Run 1, placed cells, one colour a class:
Drawn at 4 px/um. Fill, decap, tap and diode cells in grey.
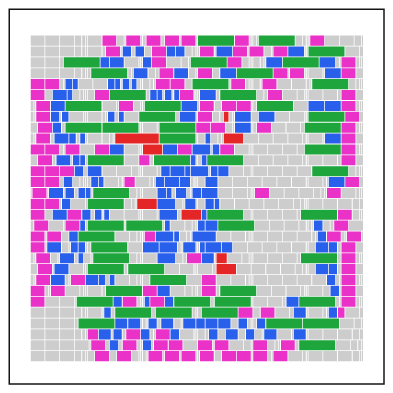
Run 1, sequential cells grouped by signal name:
Drawn at 4 px/um. Other sequential cells in the stronger grey, the rest of the logic in the fainter grey.
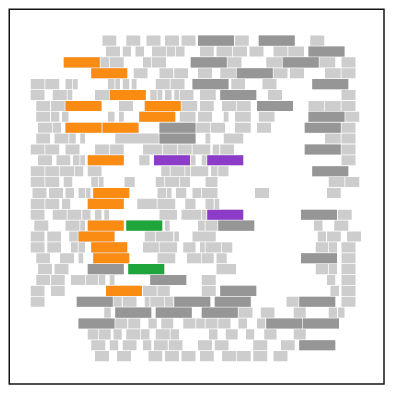
Run 1, clock wires, drivers and flops:
Drawn at 6 px/um.
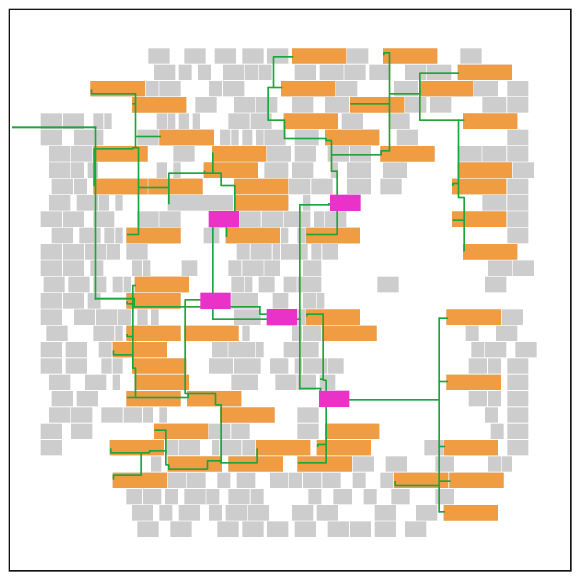
File: src/rtl/mem_arbiter_if.sv
// Signal bundle between the CPU fetch/data stages, the unified memory macro and
// the arbiter. The slave modport is the arbiter's view; master is everything around it.
interface mem_arbiter_if;
    logic        i_req;
    logic [15:0] i_addr;
    logic        i_done;
    logic        d_req;
    logic        d_wr;
    logic [15:0] d_addr;
    logic [15:0] d_wdata;
    logic        d_done;
    logic [15:0] rdata;
    logic        busy;
    logic        mem_enable;
    logic        mem_wr;
    logic [15:0] mem_addr;
    logic [15:0] mem_wdata;
    logic [15:0] mem_rdata;

    modport master (
        output i_req, i_addr, d_req, d_wr, d_addr, d_wdata, mem_rdata,
        input  i_done, d_done, rdata, busy, mem_enable, mem_wr, mem_addr, mem_wdata
    );

    modport slave (
        input  i_req, i_addr, d_req, d_wr, d_addr, d_wdata, mem_rdata,
        output i_done, d_done, rdata, busy, mem_enable, mem_wr, mem_addr, mem_wdata
    );
endinterface

File: src/rtl/mem_arbiter.sv
// Shares one multi-cycle memory between instruction fetch and data access,
// latching the winning request and alternating grants under contention.
module mem_arbiter #(
    parameter int LATENCY = 4
) (
    input logic          clk,
    input logic          rst_n,
    mem_arbiter_if.slave bus
);
    localparam int CNT_W = $clog2(LATENCY) + 1;

    localparam logic [1:0] IDLE  = 2'd0;
    localparam logic [1:0] READ  = 2'd1;
    localparam logic [1:0] WRITE = 2'd2;
    localparam logic [1:0] DONE  = 2'd3;

    localparam logic OWNER_I = 1'b0;
    localparam logic OWNER_D = 1'b1;

    logic [1:0]       state;
    logic [CNT_W-1:0] cnt;
    logic             owner;
    logic             last_owner;
    logic [15:0]      lat_addr;
    logic [15:0]      lat_wdata;
    logic [15:0]      rdata_q;
    logic             any_req;
    logic             grant_d;
    logic             mem_active;

    // D wins when it is alone, or when both ask and I held the previous grant.
    assign any_req = bus.i_req | bus.d_req;
    assign grant_d = bus.d_req & (~bus.i_req | (last_owner == OWNER_I));

    always_ff @(posedge clk or negedge rst_n) begin
        if (!rst_n) begin
            state      <= IDLE;
            cnt        <= '0;
            owner      <= OWNER_I;
            last_owner <= OWNER_I;
            lat_addr   <= '0;
            lat_wdata  <= '0;
            rdata_q    <= '0;
        end else begin
            case (state)
                IDLE: begin
                    if (any_req) begin
                        owner      <= grant_d;
                        last_owner <= grant_d;
                        lat_addr   <= grant_d ? bus.d_addr : bus.i_addr;
                        lat_wdata  <= grant_d ? bus.d_wdata : 16'h0000;
                        cnt        <= CNT_W'(LATENCY);
                        state      <= (grant_d && bus.d_wr) ? WRITE : READ;
                    end
                end
                READ: begin
                    cnt <= cnt - CNT_W'(1);
                    if (cnt == CNT_W'(1)) begin
                        rdata_q <= bus.mem_rdata;
                        state   <= DONE;
                    end
                end
                WRITE:   state <= DONE;
                DONE:    state <= IDLE;
                default: state <= IDLE;
            endcase
        end
    end

    // Memory bus is driven only while a transaction owns it, so reset clears it at once.
    assign mem_active     = (state == READ) || (state == WRITE);
    assign bus.mem_enable = mem_active;
    assign bus.mem_wr     = (state == WRITE);
    assign bus.mem_addr   = mem_active ? lat_addr : 16'h0000;
    assign bus.mem_wdata  = (state == WRITE) ? lat_wdata : 16'h0000;

    assign bus.i_done = (state == DONE) && (owner == OWNER_I);
    assign bus.d_done = (state == DONE) && (owner == OWNER_D);
    assign bus.busy   = (state != IDLE);
    assign bus.rdata  = rdata_q;
endmodule

File: src/flat_wrapper.sv
// flat-port wrapper written by rule: the top's interface ports become plain ports
module mem_arbiter_flat 
#(
    parameter int LATENCY = 4
)
  (clk, rst_n, bus_i_req, bus_i_addr, bus_d_req, bus_d_wr, bus_d_addr, bus_d_wdata, bus_mem_rdata, bus_i_done, bus_d_done, bus_rdata, bus_busy, bus_mem_enable, bus_mem_wr, bus_mem_addr, bus_mem_wdata);
  mem_arbiter_if bus_i ();
  input logic clk;
  input logic rst_n;
  input wire logic [$bits(bus_i.i_req)-1:0] bus_i_req;
  input wire logic [$bits(bus_i.i_addr)-1:0] bus_i_addr;
  input wire logic [$bits(bus_i.d_req)-1:0] bus_d_req;
  input wire logic [$bits(bus_i.d_wr)-1:0] bus_d_wr;
  input wire logic [$bits(bus_i.d_addr)-1:0] bus_d_addr;
  input wire logic [$bits(bus_i.d_wdata)-1:0] bus_d_wdata;
  input wire logic [$bits(bus_i.mem_rdata)-1:0] bus_mem_rdata;
  output wire logic [$bits(bus_i.i_done)-1:0] bus_i_done;
  output wire logic [$bits(bus_i.d_done)-1:0] bus_d_done;
  output wire logic [$bits(bus_i.rdata)-1:0] bus_rdata;
  output wire logic [$bits(bus_i.busy)-1:0] bus_busy;
  output wire logic [$bits(bus_i.mem_enable)-1:0] bus_mem_enable;
  output wire logic [$bits(bus_i.mem_wr)-1:0] bus_mem_wr;
  output wire logic [$bits(bus_i.mem_addr)-1:0] bus_mem_addr;
  output wire logic [$bits(bus_i.mem_wdata)-1:0] bus_mem_wdata;
  assign bus_i.i_req = bus_i_req;
  assign bus_i.i_addr = bus_i_addr;
  assign bus_i.d_req = bus_d_req;
  assign bus_i.d_wr = bus_d_wr;
  assign bus_i.d_addr = bus_d_addr;
  assign bus_i.d_wdata = bus_d_wdata;
  assign bus_i.mem_rdata = bus_mem_rdata;
  assign bus_i_done = bus_i.i_done;
  assign bus_d_done = bus_i.d_done;
  assign bus_rdata = bus_i.rdata;
  assign bus_busy = bus_i.busy;
  assign bus_mem_enable = bus_i.mem_enable;
  assign bus_mem_wr = bus_i.mem_wr;
  assign bus_mem_addr = bus_i.mem_addr;
  assign bus_mem_wdata = bus_i.mem_wdata;
  mem_arbiter #(.LATENCY(LATENCY)) u_core (.clk(clk), .rst_n(rst_n), .bus(bus_i));
endmodule
File: config.mk
export PLATFORM = sky130hd
export DESIGN_NAME = mem_arbiter_flat
export DESIGN_NICKNAME = d
export VERILOG_FILES = /design/src/rtl/mem_arbiter_if.sv /design/src/rtl/mem_arbiter.sv /design/src/flat_wrapper.sv
export SDC_FILE = /design/constraint.sdc
export NUM_CORES = 1
export LEC_CHECK = 0
export CORE_MARGIN = 5
export CORE_UTILIZATION = 37
export DETAILED_ROUTE_END_ITERATION = 7
export PLACE_DENSITY = 0.84
export SETUP_SLACK_MARGIN = 0.05
export SLEW_MARGIN = 20
export SYNTH_ARGS = -nofsm -noshare
export SYNTH_HDL_FRONTEND = slang
export SYNTH_SLANG_ARGS = --single-unit
File: constraint.sdc
create_clock -name clk -period 4.39 [get_ports clk]
set_clock_uncertainty 0.15 [all_clocks]
set_input_delay 1.317 -clock clk [delete_from_list [all_inputs] [get_ports clk]]
set_output_delay 1.317 -clock clk [all_outputs]
set_load 0.03 [all_outputs]
==> impl_metrics.xml, run 1 <==
<?xml version="1.0" encoding="UTF-8"?>
<metrics>
  <group name="critical_path">
    <metric name="setup.worst_path.end_class" unit="">primary output</metric>
  </group>
  <group name="logic_synthesis">
    <metric name="synth_adder_area_share" unit="%">3.408</metric>
    <metric name="yosys_register_bits" unit="">54</metric>
    <metric name="synthTopLogicFamily" unit="">multiplexers</metric>
  </group>
  <group name="placed_design">
    <metric name="detailedPlacementHpwl" unit="um">5004</metric>
  </group>
  <group name="pwr">
    <metric name="seq_power_share" unit="%">30.2</metric>
    <metric name="finalPower" unit="uW">2789</metric>
    <metric name="static-leakage-power" unit="uW">0.001715</metric>
  </group>
  <group name="sta">
    <metric name="final_critical_path_setup_slack" unit="ps">620.6</metric>
    <metric name="grt_setup_unrepaired" unit="">no</metric>
    <metric name="layout_min_cycle_time" unit="ps">3769</metric>
  </group>
  <group name="hold_path">
    <metric name="worst_hold_path.num_cells" unit="">2</metric>
  </group>
  <group name="global_routing">
    <metric name="antenna_violations_before_repair" unit="">0</metric>
    <metric name="globalRouteMet3Util" unit="%">3.379</metric>
  </group>
  <group name="clocking">
    <metric name="post_cts.resized_instances" unit="">0</metric>
    <metric name="cts_hold_repair.buffers" unit="">0</metric>
  </group>
  <group name="layout">
    <metric name="final_nets" unit="">416</metric>
    <metric name="clockNetworkAreaShare" unit="%">2.777</metric>
    <metric name="fin_cells" unit="">437</metric>
  </group>
  <group name="status">
    <metric name="run_status" unit="">complete, no violations</metric>
  </group>
  <group name="route">
    <metric name="drt_drc_violations_left" unit="">0</metric>
    <metric name="detailed_routing_iteration_count_for_the_pre_antenna_repair_pass" unit="">4</metric>
  </group>
</metrics>
Notes on 'placed cells, one colour a class' above:
green -> flip-flops  # cells 54, share of their area 35%
magenta -> other buffers and delay cells  # cells 125, share of their area 32%
blue -> all other logic  # cells 154, share of their area 30%
red -> clock drivers and dummy loads  # cells 8, share of their area 2.9%
share of the core filled with cells: 58.36%
post-route standard cell area excluding fillers: 3965 um^2

Notes on 'sequential cells grouped by signal name' above:
green -> `u_core.state`  # placed flops 2
orange -> `u_core.lat_addr`  # placed flops 16
purple -> `u_core.cnt`  # placed flops 3
not coloured = 33
sequential cell area in the final layout: 1351 um^2
sequential cell area share: 34.08%
power drawn by the sequential cells: 843 uW

Notes on 'clock wires, drivers and flops' above:
orange -> flip-flops  # count 54
green -> clock wires  # length 604 um
magenta -> cells driving clock nets  # count 5
routed clock nets = 6
Clock Power: 327 uW
share of power burned in the clock network: 11.7%

Run 1, routing congestion map:
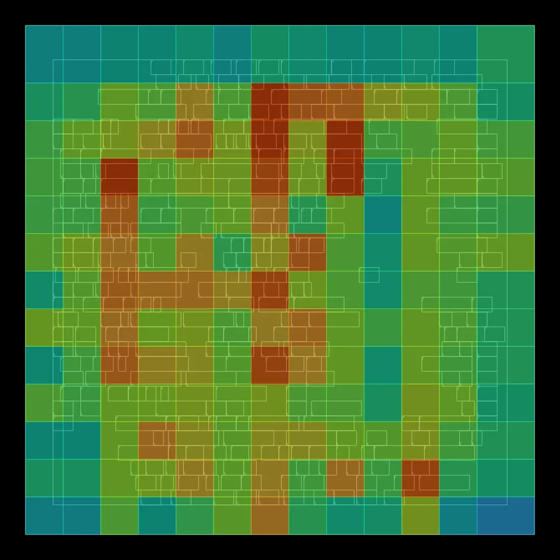

## Run 2: what changed since run 1
--- a/config.mk
+++ b/config.mk
@@ -5,7 +5,6 @@
 export SDC_FILE = /design/constraint.sdc
 export NUM_CORES = 1
 export LEC_CHECK = 0
-export CORE_MARGIN = 5
 export CORE_UTILIZATION = 37
 export DETAILED_ROUTE_END_ITERATION = 7
 export PLACE_DENSITY = 0.84
Run 2, routing congestion map:
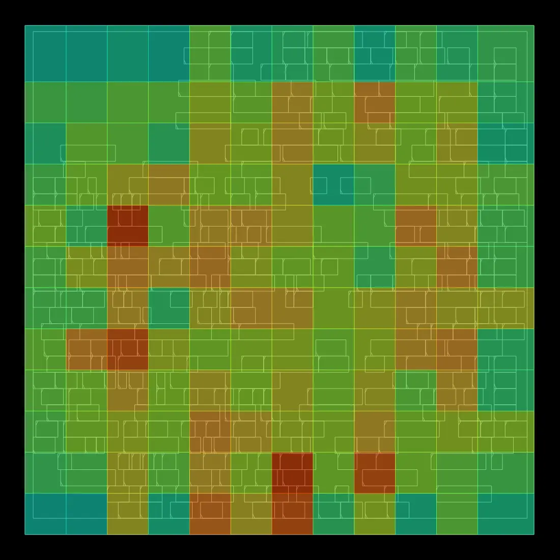
share of the core filled with cells: 58.06%
total global-route track usage: 17.32%
post-detailed-route wirelength per cell: 13.91 um

Run 2, clock wires, drivers and flops:
Drawn at 6 px/um.
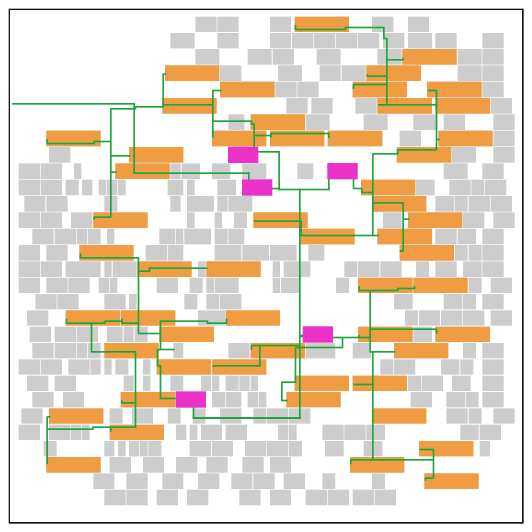
orange -> flip-flops  # count 54
green -> clock wires  # length 641 um
magenta -> cells driving clock nets  # count 5
routed clock nets = 6
Clk Latency, worst-skew pair: 310 ps
Clock Power: 290 uW
share of power burned in the clock network: 10.5%

==> impl_metrics.xml, run 2 <==
<?xml version="1.0" encoding="UTF-8"?>
<metrics>
  <group name="logic_synthesis">
    <metric name="yosys_register_bits" unit="">54</metric>
    <metric name="synthDominantAreaCellType" unit="">dfrtp_1</metric>
    <metric name="synthTopLogicFamily" unit="">multiplexers</metric>
    <metric name="seq_area_frac_synth" unit="%">52.58</metric>
    <metric name="synth_adder_area_share" unit="%">3.408</metric>
  </group>
  <group name="sta">
    <metric name="fmax" unit="GHz">0.2631</metric>
    <metric name="layout_min_cycle_time" unit="ps">3801</metric>
    <metric name="final_critical_path_setup_slack" unit="ps">588.9</metric>
    <metric name="grt_setup_unrepaired" unit="">no</metric>
  </group>
  <group name="pwr">
    <metric name="power.sequential.total" unit="uW">844</metric>
    <metric name="seq_power_share" unit="%">30.7</metric>
    <metric name="finalPower" unit="uW">2745</metric>
    <metric name="static-leakage-power" unit="uW">0.001706</metric>
    <metric name="power.switching" unit="uW">1164</metric>
  </group>
  <group name="layout">
    <metric name="seq_area_share" unit="%">34.45</metric>
    <metric name="logic_gates" unit="">148</metric>
    <metric name="clockNetworkAreaShare" unit="%">2.424</metric>
    <metric name="final-nonclk-buf-share" unit="%">31.32</metric>
    <metric name="final_nets" unit="">415</metric>
    <metric name="fin_cells" unit="">420</metric>
    <metric name="layout.clock_buffers" unit="">6</metric>
    <metric name="regArea" unit="um^2">1351</metric>
    <metric name="final_cell_area" unit="um^2">3923</metric>
  </group>
  <group name="clocking">
    <metric name="post_cts.resized_instances" unit="">0</metric>
    <metric name="cts_hold_repair.buffers" unit="">0</metric>
  </group>
  <group name="hold_path">
    <metric name="worstHoldEndpoint" unit="">u_core.lat_addr[8]$_DFFE_PN0P_</metric>
    <metric name="worst_hold_path.num_cells" unit="">2</metric>
  </group>
  <group name="global_routing">
    <metric name="antenna_violations_before_repair" unit="">0</metric>
    <metric name="globalRouteMet3Util" unit="%">4.864</metric>
  </group>
  <group name="status">
    <metric name="run_status" unit="">complete, no violations</metric>
  </group>
  <group name="route">
    <metric name="detailed_routing_iteration_count_for_the_pre_antenna_repair_pass" unit="">4</metric>
    <metric name="first_iter_violations" unit="">41</metric>
    <metric name="detail_route.wirelength" unit="um">5843</metric>
    <metric name="drt_drc_violations_left" unit="">0</metric>
  </group>
  <group name="placed_design">
    <metric name="routabilityCongestion" unit="">0.7317</metric>
    <metric name="detailedPlacementHpwl" unit="um">4315</metric>
  </group>
  <group name="floorplanning">
    <metric name="boundaryPins" unit="">122</metric>
  </group>
</metrics>
Run 2, floorplan with the power grid:
Drawn at 4 px/um. Pins as bars on the die edge.
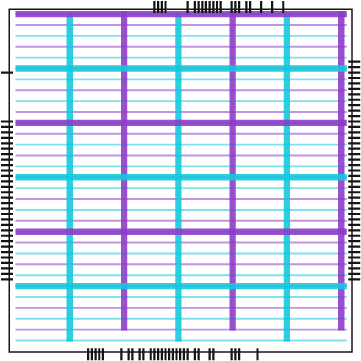
cyan -> VSS
purple -> VDD
met1 rails = 31
met5 straps = 6
signal pins = 122
Die Span X: 85.34 um
Die Height: 85.34 um

Power figures rest on the tool's default switching activity, not on a simulated workload.
